`src/rtl/c2_ms_serial_converter.sv`:
```
// Serial two's-complement to sign-magnitude converter.
// One operand bit per clock, LSB first, with valid/ready on both sides.
module c2_ms_serial_converter #(
    parameter int N = 8
) (
    input  logic         clock,
    input  logic         reset_,
    input  logic [N-1:0] x,
    input  logic         in_valid,
    output logic         in_ready,
    output logic [N-1:0] abs,
    output logic         sgn,
    output logic         ow,
    output logic         out_valid,
    input  logic         out_ready
);

    localparam int CW = $clog2(N);
    localparam logic [CW-1:0] LAST = CW'(N - 1);
    localparam logic [N-1:0] MOST_NEG = {1'b1, {(N-1){1'b0}}};

    typedef enum logic [1:0] {
        IDLE,
        SHIFT,
        DONE
    } state_t;

    state_t        state;
    logic [CW-1:0] cnt;
    logic [N-1:0]  xr;
    logic [N-1:0]  res;
    logic          f;
    logic          bit_i;
    logic          res_bit;

    // Negation by "copy up to and including the first 1, then invert"
    always_comb begin
        bit_i   = xr[cnt];
        res_bit = sgn ? (bit_i ^ f) : bit_i;
    end

    assign abs = res;

    always_ff @(posedge clock) begin
        if (!reset_) begin
            state     <= IDLE;
            cnt       <= '0;
            xr        <= '0;
            res       <= '0;
            f         <= 1'b0;
            sgn       <= 1'b0;
            ow        <= 1'b0;
            in_ready  <= 1'b1;
            out_valid <= 1'b0;
        end else begin
            unique case (state)
                IDLE: begin
                    if (in_valid) begin
                        xr       <= x;
                        sgn      <= x[N-1];
                        ow       <= (x == MOST_NEG);
                        cnt      <= '0;
                        f        <= 1'b0;
                        state    <= SHIFT;
                        in_ready <= 1'b0;
                    end
                end
                SHIFT: begin
                    res <= {res_bit, res[N-1:1]};
                    f   <= f | bit_i;
                    if (cnt == LAST) begin
                        state     <= DONE;
                        out_valid <= 1'b1;
                    end else begin
                        cnt <= cnt + CW'(1);
                    end
                end
                DONE: begin
                    if (out_ready) begin
                        state     <= IDLE;
                        out_valid <= 1'b0;
                        in_ready  <= 1'b1;
                    end
                end
                default: begin
                    state     <= IDLE;
                    in_ready  <= 1'b1;
                    out_valid <= 1'b0;
                end
            endcase
        end
    end

endmodule
```
`config.mk`:
```
export PLATFORM = sky130hd
export DESIGN_NAME = c2_ms_serial_converter
export DESIGN_NICKNAME = d
export VERILOG_FILES = /design/src/rtl/c2_ms_serial_converter.sv
export SDC_FILE = /design/constraint.sdc
export NUM_CORES = 1
export LEC_CHECK = 0
export CELL_PAD_IN_SITES_DETAIL_PLACEMENT = 1
export CELL_PAD_IN_SITES_GLOBAL_PLACEMENT = 1
export CORE_UTILIZATION = 39
export CTS_CLUSTER_DIAMETER = 60
export DETAILED_ROUTE_END_ITERATION = 7
export PLACE_DENSITY_LB_ADDON = 0.1
export REMOVE_ABC_BUFFERS = 1
export SYNTH_ARGS = -nofsm -noshare
export SYNTH_HDL_FRONTEND = slang
export SYNTH_SLANG_ARGS = --single-unit
```
`constraint.sdc`:
```
create_clock -name clock -period 2.72 [get_ports clock]
set_clock_uncertainty 0.2 [all_clocks]
set_input_delay 0.272 -clock clock [delete_from_list [all_inputs] [get_ports clock]]
set_output_delay 0.272 -clock clock [all_outputs]
set_load 0.05 [all_outputs]
```
Fig. 1: run 1, placement view
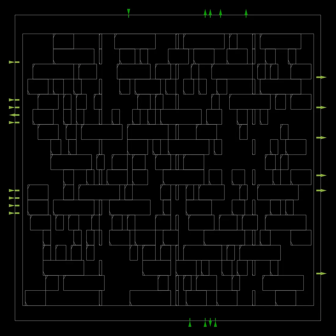
final-layout fill cell count: 311
Tapcell Cnt: 30
standard-cell row count: 18
number of standard cells in the final layout excluding fillers: 180

Fig. 2: run 1, met1 routing
The bar under the picture is 20 um long.
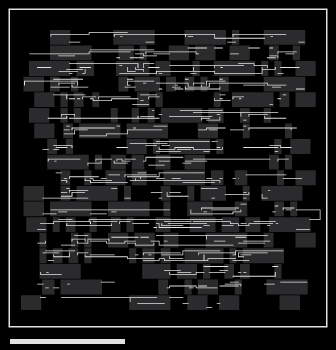
- main direction: horizontal
- nets with wire on the layer: 144
- wire length on this layer: 1,130 um
- share of all routed wire: 45%
Routed Wire Length: 2480 um
M1 GR Usage: 21.8%

==> flow_summary.rst, run 1 <==
Flow metrics
------------

.. list-table::
   :header-rows: 1

   * - Metric
     - Value
   * - Result of the run
     - finished, final reports clean
   * - H-tree level count
     - 1
   * - Buffer and inverter count on the worst path
     - 1
   * - Fraction of synthesis flops using an asynchronous set or reset pin
     - 0%
   * - Residual overflow from global routing
     - 0
   * - Number of buffer cells added on primary ports
     - 23
   * - Final cell area excluding filler cells
     - 1350 um2
   * - Yosys stat chip area
     - 1100 um2
   * - Worst reg-to-reg path cell count
     - 6
   * - CTS tree
     - done
   * - Hold crit path type
     - input port to register
   * - Part of the total power dissipated in sequential elements
     - 59.8%
   * - Cell count in the Yosys report
     - 130
   * - Number of buffers on the longest clock path
     - 2
   * - Post-synth top flop
     - sky130_fd_sc_hd__dfxtp_1
   * - Number of remaining DRC errors
     - 0
   * - Final Hold Viols
     - 0
   * - Crit path max fanout
     - 5
   * - Achievable clock frequency
     - 481 MHz
   * - Count of warning messages emitted by the tools
     - 25
   * - Count of boundary I/O pins
     - 24
   * - Worst setup path endpoint
     - sgn
   * - Power spent charging and discharging nets
     - 0.000177 W
   * - Share of the core filled by cells before placement
     - 42.8%
   * - Number of flip-flops and latches in the synthesized netlist
     - 25
   * - Cell type with the largest total area
     - sky130_fd_sc_hd__dfxtp_1
   * - Detailed-router iteration count before antenna repair
     - 3
   * - DP Wirelength
     - 1780 um
   * - Number of hold buffers added after cts
     - 0
   * - Cell Chain, Critical Path
     - clkdlybuf4s50_1
   * - Cell family with the largest share of critical-path delay
     - buffers and inverters
   * - Relative area change from synthesis to final layout
     - 22.7%
   * - Dpl ws
     - 0.739 ns
   * - Startpoint of the worst-slack reg-to-reg timing path
     - cnt[0]$_SDFFE_PN0P_
   * - Share of total power in the clock network
     - 25.5%
   * - Detail Route met2 WL
     - 1270 um
   * - Die Y-Extent
     - 55.1 um
   * - RePlAce Congestion
     - 0.726
   * - Routing layer with the top usage in global route
     - met2
   * - Slew @ Worst Pin
     - 0.785 ns
   * - Final critical-path required period
     - 2.08 ns
   * - Number of logic stages on the critical path including buffering
     - 1
   * - Wl on met1
     - 1130 um
   * - Setup repair after global routing missed its margin
     - no
   * - Mapped cell area
     - 1100 um2
   * - Die Size
     - 3030 um2
   * - Switching portion of total power
     - 27.0%
   * - Most frequent logic cells in the routed design
     - 36 x sky130_fd_sc_hd__nand2_1, 25 x sky130_fd_sc_hd__dfxtp_1, 23 x sky130_fd_sc_hd__clkdlybuf4s50_1, 19 x sky130_fd_sc_hd__a21oi_1, 8 x sky130_fd_sc_hd__nor2_1
   * - Cell area reported after detailed placement
     - 1320 um2
   * - Combinational group share of total power
     - 14.6%
   * - Top cells by count
     - 36 x sky130_fd_sc_hd__nand2_1, 25 x sky130_fd_sc_hd__dfxtp_1, 19 x sky130_fd_sc_hd__a21oi_1, 8 x sky130_fd_sc_hd__nor2_1, 5 x sky130_fd_sc_hd__mux2i_1
   * - Post-synth EDFFs
     - 0
   * - Clock buffer count from CTS
     - 3
   * - Worst hold-check slack
     - 0.266 ns
   * - Vias per cell
     - 5.17
   * - Leakage power
     - 0.475 nW
   * - Post-synthesis sequential area ratio
     - 45.6%
   * - R2r setup slk
     - 0.82 ns
   * - Slowest cell on the critical path
     - sky130_fd_sc_hd__clkdlybuf4s50_1
   * - Critical path start-end classification
     - register to output pin
   * - Clk Latency, worst-skew pair
     - 0.32 ns
   * - Worst setup path start
     - xr[7]$_SDFFE_PN0P_
   * - Syn. warnings
     - 0
   * - Total track usage
     - 19.0%
   * - Required arrival time at the worst endpoint
     - 2.25 ns
   * - Worst-case headroom to the max-slew limit
     - 47.6%
   * - Synthesized instance count
     - 130
   * - Setup fix buffers added after clock tree synthesis
     - 0
   * - Unique cell types
     - 30
   * - Post-Syn Area per Cell
     - 8.45 um2
   * - Met3 track demand over resource in global routing
     - 2.46%
   * - Post-route core utilization
     - 52.5%
   * - Largest net degree at the start of global routing
     - 26
   * - Power of the sequential group
     - 0.000393 W
   * - Max-Cap Viols
     - 0
   * - Max-area cell share
     - 45.6%
   * - # diodes
     - 0
   * - Final worst-path setup slack
     - 0.642 ns
   * - Leading power group
     - sequential cells
   * - Post-layout total power
     - 0.000656 W
   * - Via count of the first global-routing pass
     - 905
   * - Worst Hold Depth
     - 2
   * - Worst-path clk slew
     - 0.14 ns
   * - Startpoint type of the worst setup path
     - register
   * - Horiz. Die Dim
     - 55.1 um
Fig. 3: run 1, signal wires on met2
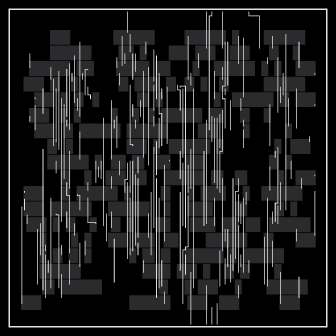
- wire length on this layer: 1,270 um
- main direction: vertical
- longest straight run: 34.7 um
- nets with wire on the layer: 143
vias after detailed routing: 931
met2 track utilization from global routing: 35.1%

run 1: cells by family after synthesis:
family | Yosys count | synth area share (%)
buffers and inverters | 10 | 5.47
multiplexers | 5 | 4.56
adder cells (fa/ha/maj) | 3 | 3.42
flip-flops | 25 | 45.6
AND/OR/NAND/NOR | 60 | 26.5
AND-OR/OR-AND | 27 | 14.5
run 1: final cells by class:
| class | instances | area (um2) |
|---|---|---|
| fillers | 311 | 1220 |
| repair buffers | 24 | 238 |
| flip-flops and latches | 25 | 500 |
| clock buffers | 4 | 26.3 |
| well taps | 30 | 37.5 |
| inverters | 2 | 7.51 |
| multi-input cells | 95 | 538 |
Fig. 4: run 1, where the registers sit
Other sequential cells in the stronger gray, the rest of the logic in the fainter gray.
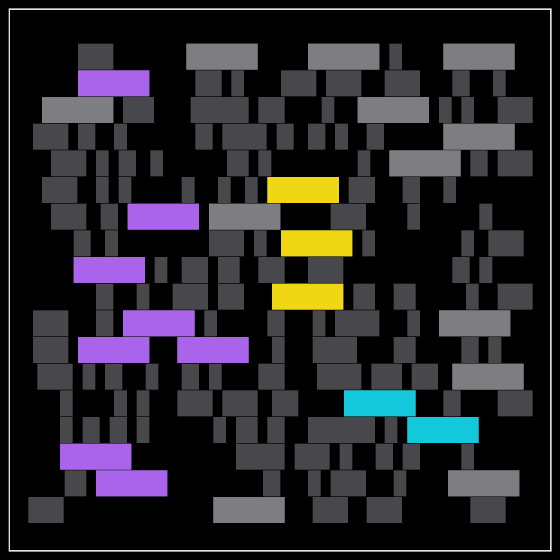

==> inputs of run 2 (changes only) <==
Settings changed: CORE_UTILIZATION 39 to 36.
Clock period 2.72 ns to 2.2 ns, I/O delays scaled along.
Fig. 5: run 2, where the registers sit
Other sequential cells in the stronger gray, the rest of the logic in the fainter gray.
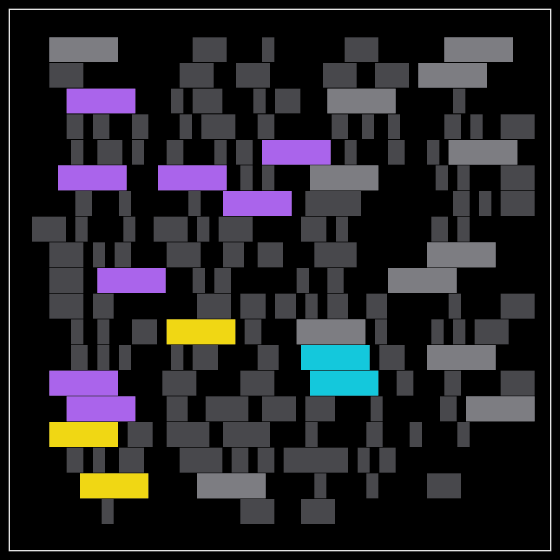
- cnt: yellow (flops 3)
- state: cyan (flops 2)
- xr: purple (flops 8)
area of all sequential standard cells: 500 um2
power of the sequential group: 0.000485 W

Fig. 6: run 2, placement view
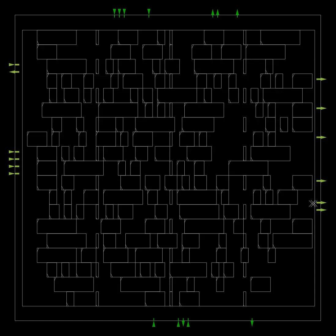
Core Footprint: 2830 um2
Seq cells: 25

==> flow_summary.rst, run 2 <==
Flow metrics
------------

.. list-table::
   :header-rows: 1

   * - Metric
     - Value
   * - Top cells by count
     - 36 x sky130_fd_sc_hd__nand2_1, 25 x sky130_fd_sc_hd__dfxtp_1, 19 x sky130_fd_sc_hd__a21oi_1, 8 x sky130_fd_sc_hd__nor2_1, 5 x sky130_fd_sc_hd__mux2i_1 (unchanged)
   * - Slew @ Worst Pin
     - 0.612 ns (was 0.785 ns)
   * - Critical path start-end classification
     - register to output pin (unchanged)
   * - Post-route core utilization
     - 47.9% (was 52.5%)
   * - Worst-path clk slew
     - 0.13 ns (was 0.14 ns)
   * - Post-synthesis sequential area ratio
     - 45.6% (unchanged)
   * - Dpl ws
     - 0.282 ns (was 0.739 ns)
   * - Hold crit path type
     - input port to register (unchanged)
   * - Startpoint type of the worst setup path
     - register (unchanged)
   * - Worst setup path start
     - xr[7]$_SDFFE_PN0P_ (unchanged)
   * - Startpoint of the worst-slack reg-to-reg timing path
     - cnt[0]$_SDFFE_PN0P_ (unchanged)
   * - Worst hold-check slack
     - 0.234 ns (was 0.266 ns)
   * - Share of the core filled by cells before placement
     - 38.8% (was 42.8%)
   * - Crit path max fanout
     - 5 (unchanged)
   * - H-tree level count
     - 1 (unchanged)
   * - Synthesized instance count
     - 130 (unchanged)
   * - Die Y-Extent
     - 57.2 um (was 55.1 um)
   * - Syn. warnings
     - 0 (unchanged)
   * - Max-area cell share
     - 45.6% (unchanged)
   * - Number of buffers on the longest clock path
     - 2 (unchanged)
   * - Cell area reported after detailed placement
     - 1330 um2 (was 1320 um2)
   * - Proportion of cell area occupied by registers
     - 36.9% (was 37.1%)
   * - Final cell area excluding filler cells
     - 1360 um2 (was 1350 um2)
   * - R2r setup slk
     - 0.34 ns (was 0.82 ns)
   * - Max-Cap Viols
     - 0 (unchanged)
   * - Post-Syn Area per Cell
     - 8.45 um2 (unchanged)
   * - Unique cell types
     - 30 (unchanged)
   * - Yosys stat chip area
     - 1100 um2 (unchanged)
   * - Clk Latency, worst-skew pair
     - 0.31 ns (was 0.32 ns)
   * - Non-clock inverter total of the final layout
     - 2 (unchanged)
   * - Logic cell area
     - 538 um2 (unchanged)
   * - Buffer and inverter count on the worst path
     - 1 (unchanged)
   * - Worst Hold Depth
     - 2 (unchanged)
   * - Cell Chain, Critical Path
     - clkdlybuf4s50_1 (unchanged)
   * - Post-synth top flop
     - sky130_fd_sc_hd__dfxtp_1 (unchanged)
   * - Final worst-path setup slack
     - 0.193 ns (was 0.642 ns)
   * - Number of hold buffers added after cts
     - 0 (unchanged)
   * - Horiz. Die Dim
     - 57.2 um (was 55.1 um)
   * - Detailed-router iteration count before antenna repair
     - 6 (was 3)
   * - Required arrival time at the worst endpoint
     - 1.78 ns (was 2.25 ns)
   * - Cell type with the largest total area
     - sky130_fd_sc_hd__dfxtp_1 (unchanged)
   * - Cell count in the Yosys report
     - 130 (unchanged)
   * - Setup fix buffers added after clock tree synthesis
     - 0 (unchanged)
   * - Violations in the final reports
     - DRC
   * - Worst setup path endpoint
     - sgn (unchanged)
   * - Count of warning messages emitted by the tools
     - 25 (unchanged)
   * - Combinational share of cell area
     - 39.7% (was 39.9%)
   * - Cell type taking the most area
     - logic gates (unchanged)
   * - Final Hold Viols
     - 0 (unchanged)
   * - Count of multi-input combinational gates
     - 95 (unchanged)
   * - CLK BUF
     - 4 (unchanged)
   * - Total track usage
     - 15.7% (was 19.0%)
   * - Final critical-path required period
     - 2.01 ns
   * - Worst-case headroom to the max-slew limit
     - 59.2% (was 47.6%)
   * - Final-layout fill cell count
     - 348 (was 311)
   * - Post-layout total power
     - 0.000805 W (was 0.000656 W)
   * - Fraction of synthesis flops using an asynchronous set or reset pin
     - 0% (unchanged)
   * - # diodes
     - 0 (unchanged)
   * - Post-synth EDFFs
     - 0 (unchanged)
   * - Residual overflow from global routing
     - 0 (unchanged)
   * - Standard-cell row count
     - 19 (was 18)
   * - Die Size
     - 3280 um2 (was 3030 um2)
   * - Fraction of area in clock buffers and inverters
     - 1.94% (was 1.95%)
   * - Most frequent logic cells in the routed design
     - 36 x sky130_fd_sc_hd__nand2_1, 25 x sky130_fd_sc_hd__dfxtp_1, 23 x sky130_fd_sc_hd__clkdlybuf4s50_1, 19 x sky130_fd_sc_hd__a21oi_1, 8 x sky130_fd_sc_hd__nor2_1 (unchanged)
   * - Non-clock buffer area fraction after layout
     - 18.1% (was 17.6%)
   * - CTS tree
     - done (unchanged)
   * - Tapcell Cnt
     - 31 (was 30)
   * - Number of flip-flops and latches in the synthesized netlist
     - 25 (unchanged)
   * - Slowest cell on the critical path
     - sky130_fd_sc_hd__clkdlybuf4s50_1 (unchanged)
   * - Count of boundary I/O pins
     - 24 (unchanged)
   * - DP Wirelength
     - 1790 um (was 1780 um)
   * - Result of the run
     - complete, but fails checks (was finished, final reports clean)
   * - Clock buffer count from CTS
     - 3 (unchanged)
   * - Setup repair after global routing missed its margin
     - no (unchanged)
   * - Leakage power
     - 0.479 nW (was 0.475 nW)
   * - Worst reg-to-reg path cell count
     - 7 (was 6)
   * - Number of remaining DRC errors
     - 2 (was 0)
Fig. 7: run 2, signal wires on met2
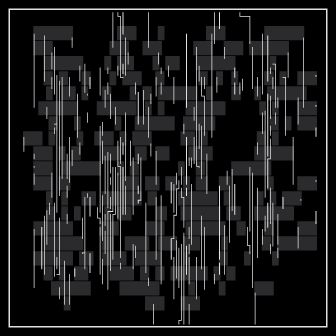
- wire length on this layer: 1,210 um
- longest straight run: 24.8 um
- share of all routed wire: 52%
- main direction: vertical
met2 track utilization from global routing: 28.4%
vias after detailed routing: 957
Routed Wire Length: 2340 um

## run 2: report_power, final
group          switching (W)  internal (W)
clock               0.000131     0.0000708
combinational      0.0000641     0.0000537
sequential         0.0000170      0.000468
## run 2: per-layer routing
layer / global-route usage [%] / up-vias / part of all wire (%)
li1: - / 481 / -
met1: 18.6 / 451 / 44
met2: 28.4 / 19 / 52
met3: 2.95 / 6 / 2.8
met4: 5.23 / 0 / 1.8
met5: 0 / - / 0
## run 2: cell families after synthesis
logic type,Yosys count,share of synthesized area (%)
compound gates,27,14.5
fa+ha+maj,3,3.42
buf+inv,10,5.47
flops,25,45.6
mux,5,4.56
simple gates,60,26.5
==> inputs of run 3 (changes only) <==
Settings changed: HOLD_SLACK_MARGIN from default to 0.1.
Fig. 8: run 3, met1 routing
The bar under the picture is 20 um long.
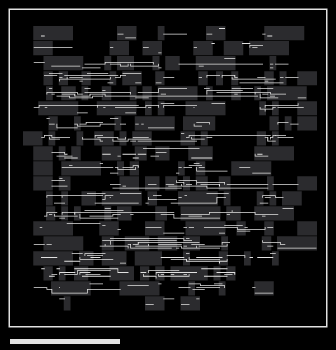
- longest straight run: 27.6 um
- wire length on this layer: 1,020 um
- main direction: horizontal

Fig. 9: run 3, where the registers sit
Other sequential cells in the stronger gray, the rest of the logic in the fainter gray.
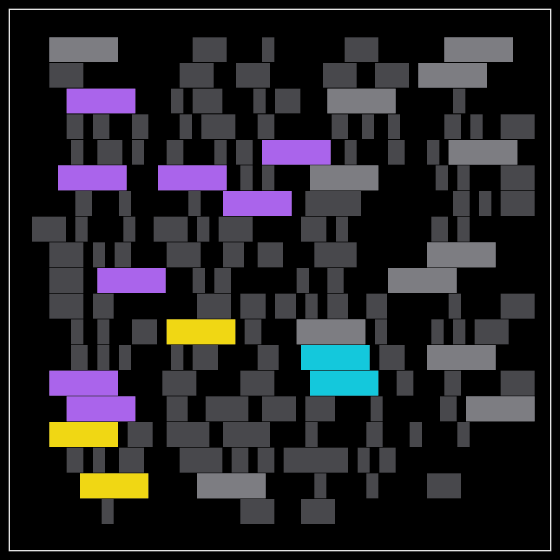
- cnt: yellow (flops 3)
- state: cyan (flops 2)
- xr: purple (flops 8)

==> flow_summary.rst, run 3 <==
Flow metrics
------------

.. list-table::
   :header-rows: 1

   * - Metric
     - Value
   * - Result of the run
     - complete, but fails checks (unchanged)
   * - Violations in the final reports
     - DRC (unchanged)
   * - P_comb
     - 0.000118 W (about the same)
   * - Post-layout total power
     - 0.000805 W (unchanged)
   * - RePlAce Congestion
     - 0.720 (unchanged)
   * - Buffer and inverter count on the worst path
     - 1 (unchanged)
   * - Area of all sequential standard cells
     - 500 um2 (unchanged)
   * - Post-Syn Area per Cell
     - 8.45 um2 (unchanged)
   * - Mapped cell area
     - 1100 um2 (unchanged)
   * - Syn. warnings
     - 0 (unchanged)
   * - Clock Power
     - 0.000201 W (about the same)
   * - Via count of the first global-routing pass
     - 918 (unchanged)
   * - Final worst-path setup slack
     - 0.193 ns (unchanged)
   * - Number of remaining DRC errors
     - 2 (unchanged)
   * - Logic cell area
     - 538 um2 (unchanged)
   * - Power of the sequential group
     - 0.000485 W (about the same)
   * - Highest metal layer with signal wires
     - met4 (unchanged)
   * - Dpl ws
     - 0.282 ns (unchanged)
   * - Worst hold-check slack
     - 0.234 ns (unchanged)
   * - Startpoint type of the worst setup path
     - register (unchanged)
   * - Routed Wire Length
     - 2340 um (unchanged)
   * - Post-synth top flop
     - sky130_fd_sc_hd__dfxtp_1 (unchanged)
   * - Met3 track demand over resource in global routing
     - 2.95% (unchanged)
   * - Area fraction in and, or, nand and nor cells
     - 26.5% (unchanged)
   * - Fraction of synthesis flops using an asynchronous set or reset pin
     - 0% (unchanged)
   * - Cell area reported after detailed placement
     - 1330 um2 (unchanged)
   * - Vias after detailed routing
     - 957 (unchanged)
   * - Count of boundary I/O pins
     - 24 (unchanged)
   * - Core Footprint
     - 2830 um2 (unchanged)
   * - Max-area cell share
     - 45.6% (unchanged)
   * - Relative area change from synthesis to final layout
     - 23.5% (unchanged)
   * - Count of warning messages emitted by the tools
     - 25 (unchanged)
   * - Top cells by count
     - 36 x sky130_fd_sc_hd__nand2_1, 25 x sky130_fd_sc_hd__dfxtp_1, 19 x sky130_fd_sc_hd__a21oi_1, 8 x sky130_fd_sc_hd__nor2_1, 5 x sky130_fd_sc_hd__mux2i_1 (unchanged)
   * - Crit path max fanout
     - 5 (unchanged)
   * - Slew @ Worst Pin
     - 0.612 ns (unchanged)
   * - Routing layer with the top usage in global route
     - met2 (unchanged)
   * - Clk Latency, worst-skew pair
     - 0.31 ns (about the same)
   * - Final critical-path required period
     - 2.01 ns (unchanged)
   * - Leakage power
     - 0.479 nW (unchanged)
   * - Share of total power in the clock network
     - 25.0% (about the same)
   * - Aoi share
     - 14.5% (unchanged)
   * - Total track usage
     - 15.7% (unchanged)
   * - Required arrival time at the worst endpoint
     - 1.78 ns (about the same)
   * - XOR-XNOR Cells, Area Fraction
     - 0% (unchanged)
   * - Share of the core filled by cells before placement
     - 38.8% (unchanged)
   * - Detail Route met2 WL
     - 1210 um (unchanged)
   * - CTS tree
     - done (unchanged)
   * - Combinational group share of total power
     - 14.6% (about the same)
   * - Post-synth EDFFs
     - 0 (unchanged)
   * - M1 GR Usage
     - 18.6% (unchanged)
   * - Hold crit path type
     - input port to register (unchanged)
   * - H-tree level count
     - 1 (unchanged)
Fig. 10: run 3, placement view
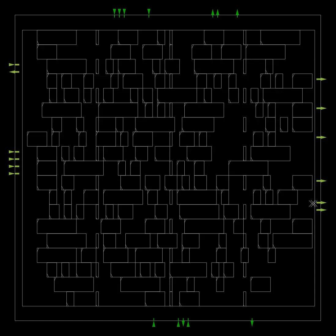
post-route core utilization: 47.9%
proportion of cell area occupied by registers: 36.9%
standard-cell row count: 19
number of standard cells in the final layout excluding fillers: 182

run 3: cell counts after synthesis:
Identical to the previous run, type by type.
run 3: path summary, 6_finish.rpt:
kind | startpoint | endpoint | slack, ns | cells after the start
setup reg to reg | cnt[0]$_SDFFE_PN0P_ | abs[7]$_SDFFE_PN0P_ | 0.34 | 7
hold reg to reg | xr[1]$_SDFFE_PN0P_ | xr[1]$_SDFFE_PN0P_ | 0.27 | 2
setup / recovery | xr[7]$_SDFFE_PN0P_ | sgn | 0.19 | 1
hold / removal | reset_ | in_ready$_SDFFE_PN1P_ | 0.23 | 2
run 3: cell type report:
type                            instances  area share, %
Timing Repair Buffer                   25           18.1
Sequential cell                        25           36.9
Clock buffer                            4           1.94
Inverter                                2          0.554
Tap cell                               31           2.86
Multi-Input combinational cell         95           39.7

==> layout pictures side by side <==
Met3 routing.
The bar under the picture is 20 um long.
image #1
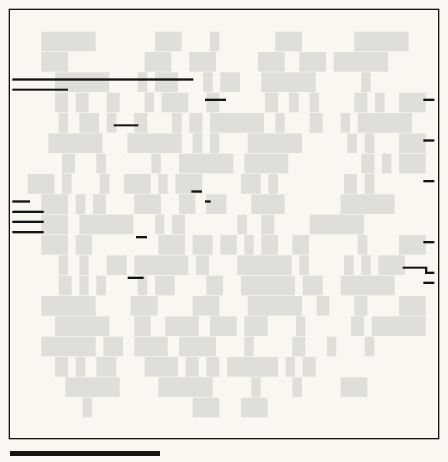
image #2
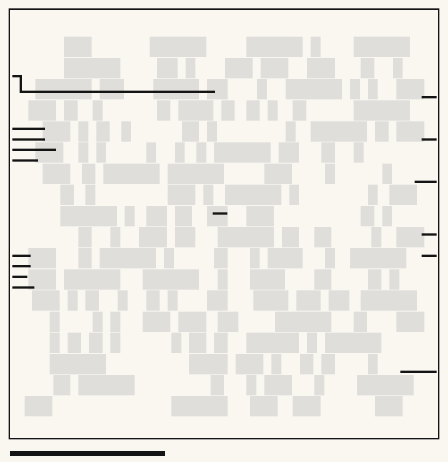
- run 2 = image #1
- run 1 = image #2

No activity file was given, so power comes from the tool's default toggle rates.
